`src/rtl/clk_div_meter.sv`:
```
// Measures the period and high time of a slow clock against clk_in, with lock and timeout flags.
// Optional duty-cycle measurement is compiled in with CLK_DIV_METER_DUTY_EN.
module clk_div_meter #(
  parameter int          CNT_W      = 16,
  parameter int          LOCK_COUNT = 4,
  parameter int unsigned TIMEOUT    = 2**CNT_W-1
) (
  input  logic             clk_in,
  input  logic             rst,
  input  logic             clk_meas,
  output logic [CNT_W-1:0] period,
  output logic [CNT_W-1:0] high_time,
  output logic             period_valid,
  output logic             locked,
  output logic             timeout
);

  localparam int              MW     = (LOCK_COUNT < 2) ? 1 : $clog2(LOCK_COUNT);
  localparam logic [CNT_W-1:0] TMO   = CNT_W'(TIMEOUT);
  // The match counter counts repeats, so a run of LOCK_COUNT equal periods holds LOCK_COUNT-1.
  localparam logic [MW-1:0]    LOCK_M = MW'(LOCK_COUNT - 1);

  typedef enum logic {S_IDLE, S_MEAS} state_t;

  state_t           r_state;
  logic             r_sync1, r_sync2, r_prev;
  logic [CNT_W-1:0] r_cnt;
  logic [CNT_W-1:0] r_period;
  logic [MW-1:0]    r_match;
  logic             r_valid, r_locked, r_timeout;

  logic             w_edge, w_tmo_hit;
  logic [MW-1:0]    w_match_nxt;

  assign w_edge    = r_sync2 & ~r_prev;
  assign w_tmo_hit = (r_cnt == TMO);

  always_comb begin
    w_match_nxt = '0;
    if (r_cnt == r_period)
      w_match_nxt = (r_match == LOCK_M) ? r_match : r_match + 1'b1;
  end

  always_ff @(posedge clk_in) begin
    if (rst) begin
      r_state   <= S_IDLE;
      r_sync1   <= 1'b0;
      r_sync2   <= 1'b0;
      r_prev    <= 1'b0;
      r_cnt     <= '0;
      r_period  <= '0;
      r_match   <= '0;
      r_valid   <= 1'b0;
      r_locked  <= 1'b0;
      r_timeout <= 1'b0;
    end else begin
      r_sync1 <= clk_meas;
      r_sync2 <= r_sync1;
      r_prev  <= r_sync2;
      r_valid <= 1'b0;
      if (w_edge) begin
        // Edge wins over a coincident timeout; the first edge only opens a period.
        r_state   <= S_MEAS;
        r_cnt     <= CNT_W'(1);
        r_timeout <= 1'b0;
        if (r_state == S_MEAS) begin
          r_period <= r_cnt;
          r_valid  <= 1'b1;
          r_match  <= w_match_nxt;
          r_locked <= (w_match_nxt == LOCK_M);
        end
      end else if (w_tmo_hit) begin
        r_state   <= S_IDLE;
        r_timeout <= 1'b1;
        r_locked  <= 1'b0;
        r_period  <= '0;
        r_match   <= '0;
      end else begin
        r_cnt <= r_cnt + 1'b1;
      end
    end
  end

`ifdef CLK_DIV_METER_DUTY_EN
  logic [CNT_W-1:0] r_hcnt;
  logic [CNT_W-1:0] r_high;

  always_ff @(posedge clk_in) begin
    if (rst) begin
      r_hcnt <= '0;
      r_high <= '0;
    end else if (w_edge) begin
      r_hcnt <= CNT_W'(1);
      if (r_state == S_MEAS) r_high <= r_hcnt;
    end else if (w_tmo_hit) begin
      r_high <= '0;
    end else if (r_state == S_MEAS && r_sync2 && r_hcnt != TMO) begin
      r_hcnt <= r_hcnt + 1'b1;
    end
  end

  assign high_time = r_high;
`else
  assign high_time = '0;
`endif

  assign period       = r_period;
  assign period_valid = r_valid;
  assign locked       = r_locked;
  assign timeout      = r_timeout;

endmodule

```
`config.mk`:
```
export PLATFORM = sky130hd
export DESIGN_NAME = clk_div_meter
export DESIGN_NICKNAME = d
export VERILOG_FILES = /design/src/rtl/clk_div_meter.sv
export SDC_FILE = /design/constraint.sdc
export NUM_CORES = 1
export LEC_CHECK = 0
export CAP_MARGIN = 20
export CORE_ASPECT_RATIO = 0.5
export CORE_MARGIN = 8
export CORE_UTILIZATION = 55
export CTS_CLUSTER_DIAMETER = 120
export CTS_CLUSTER_SIZE = 10
export DETAILED_ROUTE_END_ITERATION = 10
export PLACE_DENSITY = 0.84
export SETUP_SLACK_MARGIN = 0.5
export SLEW_MARGIN = 20
export SYNTH_ARGS = -nofsm -noshare
export SYNTH_HDL_FRONTEND = slang
export SYNTH_SLANG_ARGS = --single-unit
```
`constraint.sdc`:
```
create_clock -name clk_in -period 3.46 [get_ports clk_in]
set_input_delay 0.692 -clock clk_in [delete_from_list [all_inputs] [get_ports clk_in]]
set_output_delay 0.692 -clock clk_in [all_outputs]
set_load 0.05 [all_outputs]
```
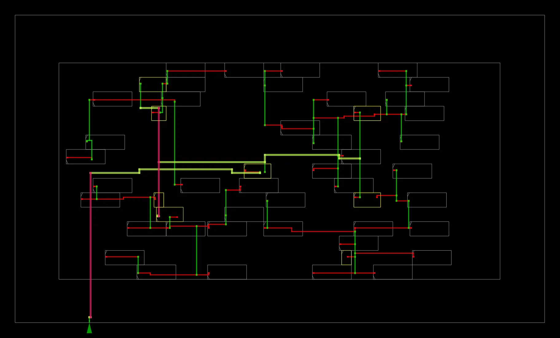
Fig. 1. Clock nets.
Fin Clk Skew: 0.00648 ns
clk sinks: 41
CTS Buf Count: 5
Flop Count: 41
Clk power: 0.306 mW

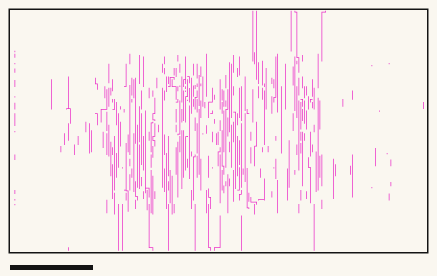
Fig. 2. M2 wires.
The bar under the picture is 20 µm long.
- wire length on this layer: 1710 µm
- share of all routed wire: 43%
- nets with wire on the layer: 184

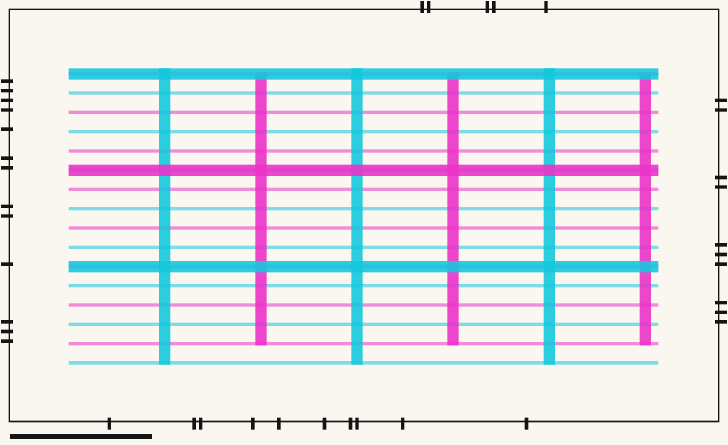
Fig. 3. Floorplan with the power grid.
The bar under the picture is 20 µm long. Pins as bars on the die edge.
- magenta: VDD
- cyan: VSS
- signal pins: 38
- met5 straps: 3
- met1 rails: 16
- met4 straps: 6

==> job_summary.md <==
## Synthesis and layout report

| Metric | Value |
|---|---|
| Status | `finished clean` |
| Slowest CP cell | `clkdlybuf4s50_1` |
| Setup tns final | `0 ns` |
| Worst Setup SP | `rst` |
| Layout non-clock buf frac | `0.101` |
| Most numerous logic cells after layout | `dfxtp_1, clkdlybuf4s50_1, xnor2_1, conb_1, nor2_1` |
| GRT Overall Usage | `0.142` |
| Seq. cell area | `821 µm²` |
| Avg Synthesized Cell Area | `9.64 µm²` |
| Simple share | `0.192` |
| Initial antenna violation count | `0` |
| Cells on worst reg2reg path | `5` |
| Switching Share | `0.270` |
| Number of enable flip-flop cells | `0` |
| Met2 routed WL | `1710 µm` |
| Sw power | `0.233 mW` |
| R2R Setup Slk | `1.27 ns` |
| HPWL Detailed | `2810 µm` |
| Clkbuf count | `5` |
| ANT cells | `0` |
| Most Crowded Layer GR | `met2` |
| First-pass DRT Iterations | `4` |
| Sequential share of the synthesized area | `0.423` |
| Routed met3 length | `231 µm` |
| CTS clk-pin slew, worst paths | `0.08 ns` |
| Total power | `0.861 mW` |
| Max Cap Viol | `0` |
| Clk tree area frac | `0.0400` |
| Post-CTS setup buffer count | `0` |
| Pwr dens | `399 nW/µm²` |
| Hold_buf cts | `0` |
| RSZ-0062 raised after global routing | `false` |
| Setup crit start kind | `primary input` |
| I/O Buffers | `21` |
| CP arrival | `2.53 ns` |
| Wire per inst | `14.6 µm` |
| Minimum clock period | `2.29 ns` |
| Hold depth | `1` |
| Final Hold Viols | `0` |
| DR top layer | `met4` |
| Cell breakdown of the critical path | `clkdlybuf4s50_1, nor4bb_2, nand3_1, nor3_1, a21oi_1, nor2_1` |
| Hold EP | `r_sync2` |
| Logic share of the area | `0.445` |
| Critical path class | `primary input to flop` |
| Latency at later pin | `0.29 ns` |
| Resized Gates After CTS | `0` |
| Final #Nets | `221` |
| Mapped Area | `1940 µm²` |
| Area share of fa/ha/maj cells after synthesis | `0.00646` |
| Cells after synthesis | `201` |
| Gr ovfl total | `0` |
| Row cnt | `15` |
| Non-clock buffers | `22` |
| Logic gate share of total power | `0.083` |
| Yosys stat area | `1940 µm²` |
| Synthesized registers | `41` |
| F_max | `0.437 GHz` |
| Commonest cells post-synth | `dfxtp_1, xnor2_1, buf_4` |
| Largest type area fraction | `0.423` |
| DRT met1 WL | `1930 µm` |
| DR vias/cell | `5.37` |
| Critical path capture point type | `flop` |
| Required time of the critical path | `3.70 ns` |
| Total length of routed wires | `3940 µm` |
| Crit Path Max Fanout | `10` |
| FILL cells | `281` |
| Setup Viol. Count Final | `0` |
| # Cells Yosys | `201` |
| Slew @ Worst Pin | `0.675 ns` |
| Clk pwr share | `0.355` |
| Die area | `5790 µm²` |
| Largest logic family | `simple AND/OR/NAND/NOR gates` |
| Cell depth of the worst setup path | `6` |
| Clock Tree Buf Depth | `2` |
| Comb gate area | `961 µm²` |
| Final Cell Area | `2160 µm²` |
| Met2 usage | `0.218` |
| Area leader, netlist | `dfxtp_1` |
| Worst Setup EP | `r_match[1]` |
| Share of cells above drive strength 1 | `0.110` |
| Final non-filler cell total | `269` |
| R2r endpoint | `period[8]` |
| Area after DPL | `2070 µm²` |
| Drc violations | `0` |
| Top cell family by delay on the critical path | `simple AND/OR/NAND/NOR gates` |
| Peak supply drop | `0.000262 V` |
| Clock root cell | `clkbuf_8` |
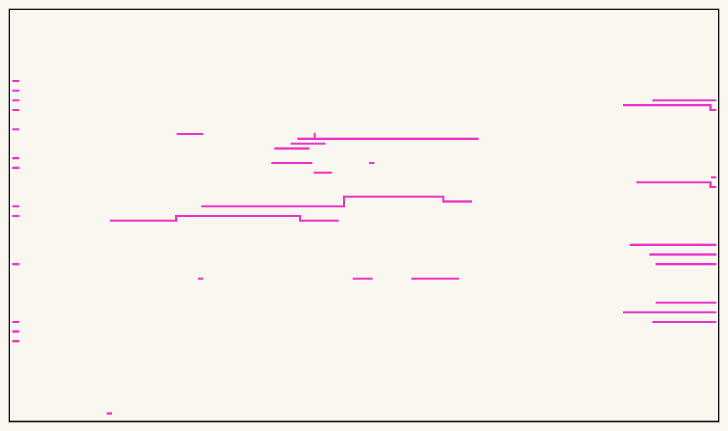
Fig. 4. Met3 routing.
- wire length on this layer: 232 µm
- share of all routed wire: 5.9%
- longest straight run: 25.3 µm
- main direction: horizontal
- nets with wire on the layer: 32

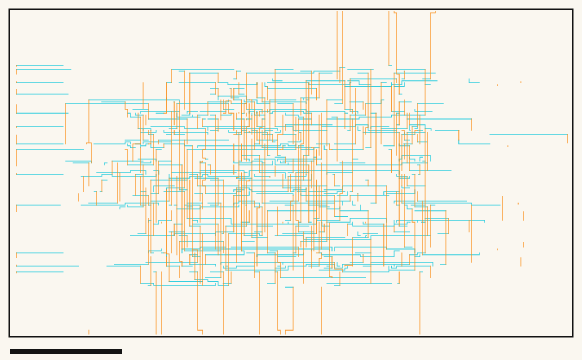
Fig. 5. Signal wires by layer.
The bar under the picture is 20 µm long. Two of the layers only.
- cyan: M1 (wire length 1930 µm)
- orange: M2 (wire length 1710 µm)

Power figures rest on the tool's default switching activity, not on a simulated workload.
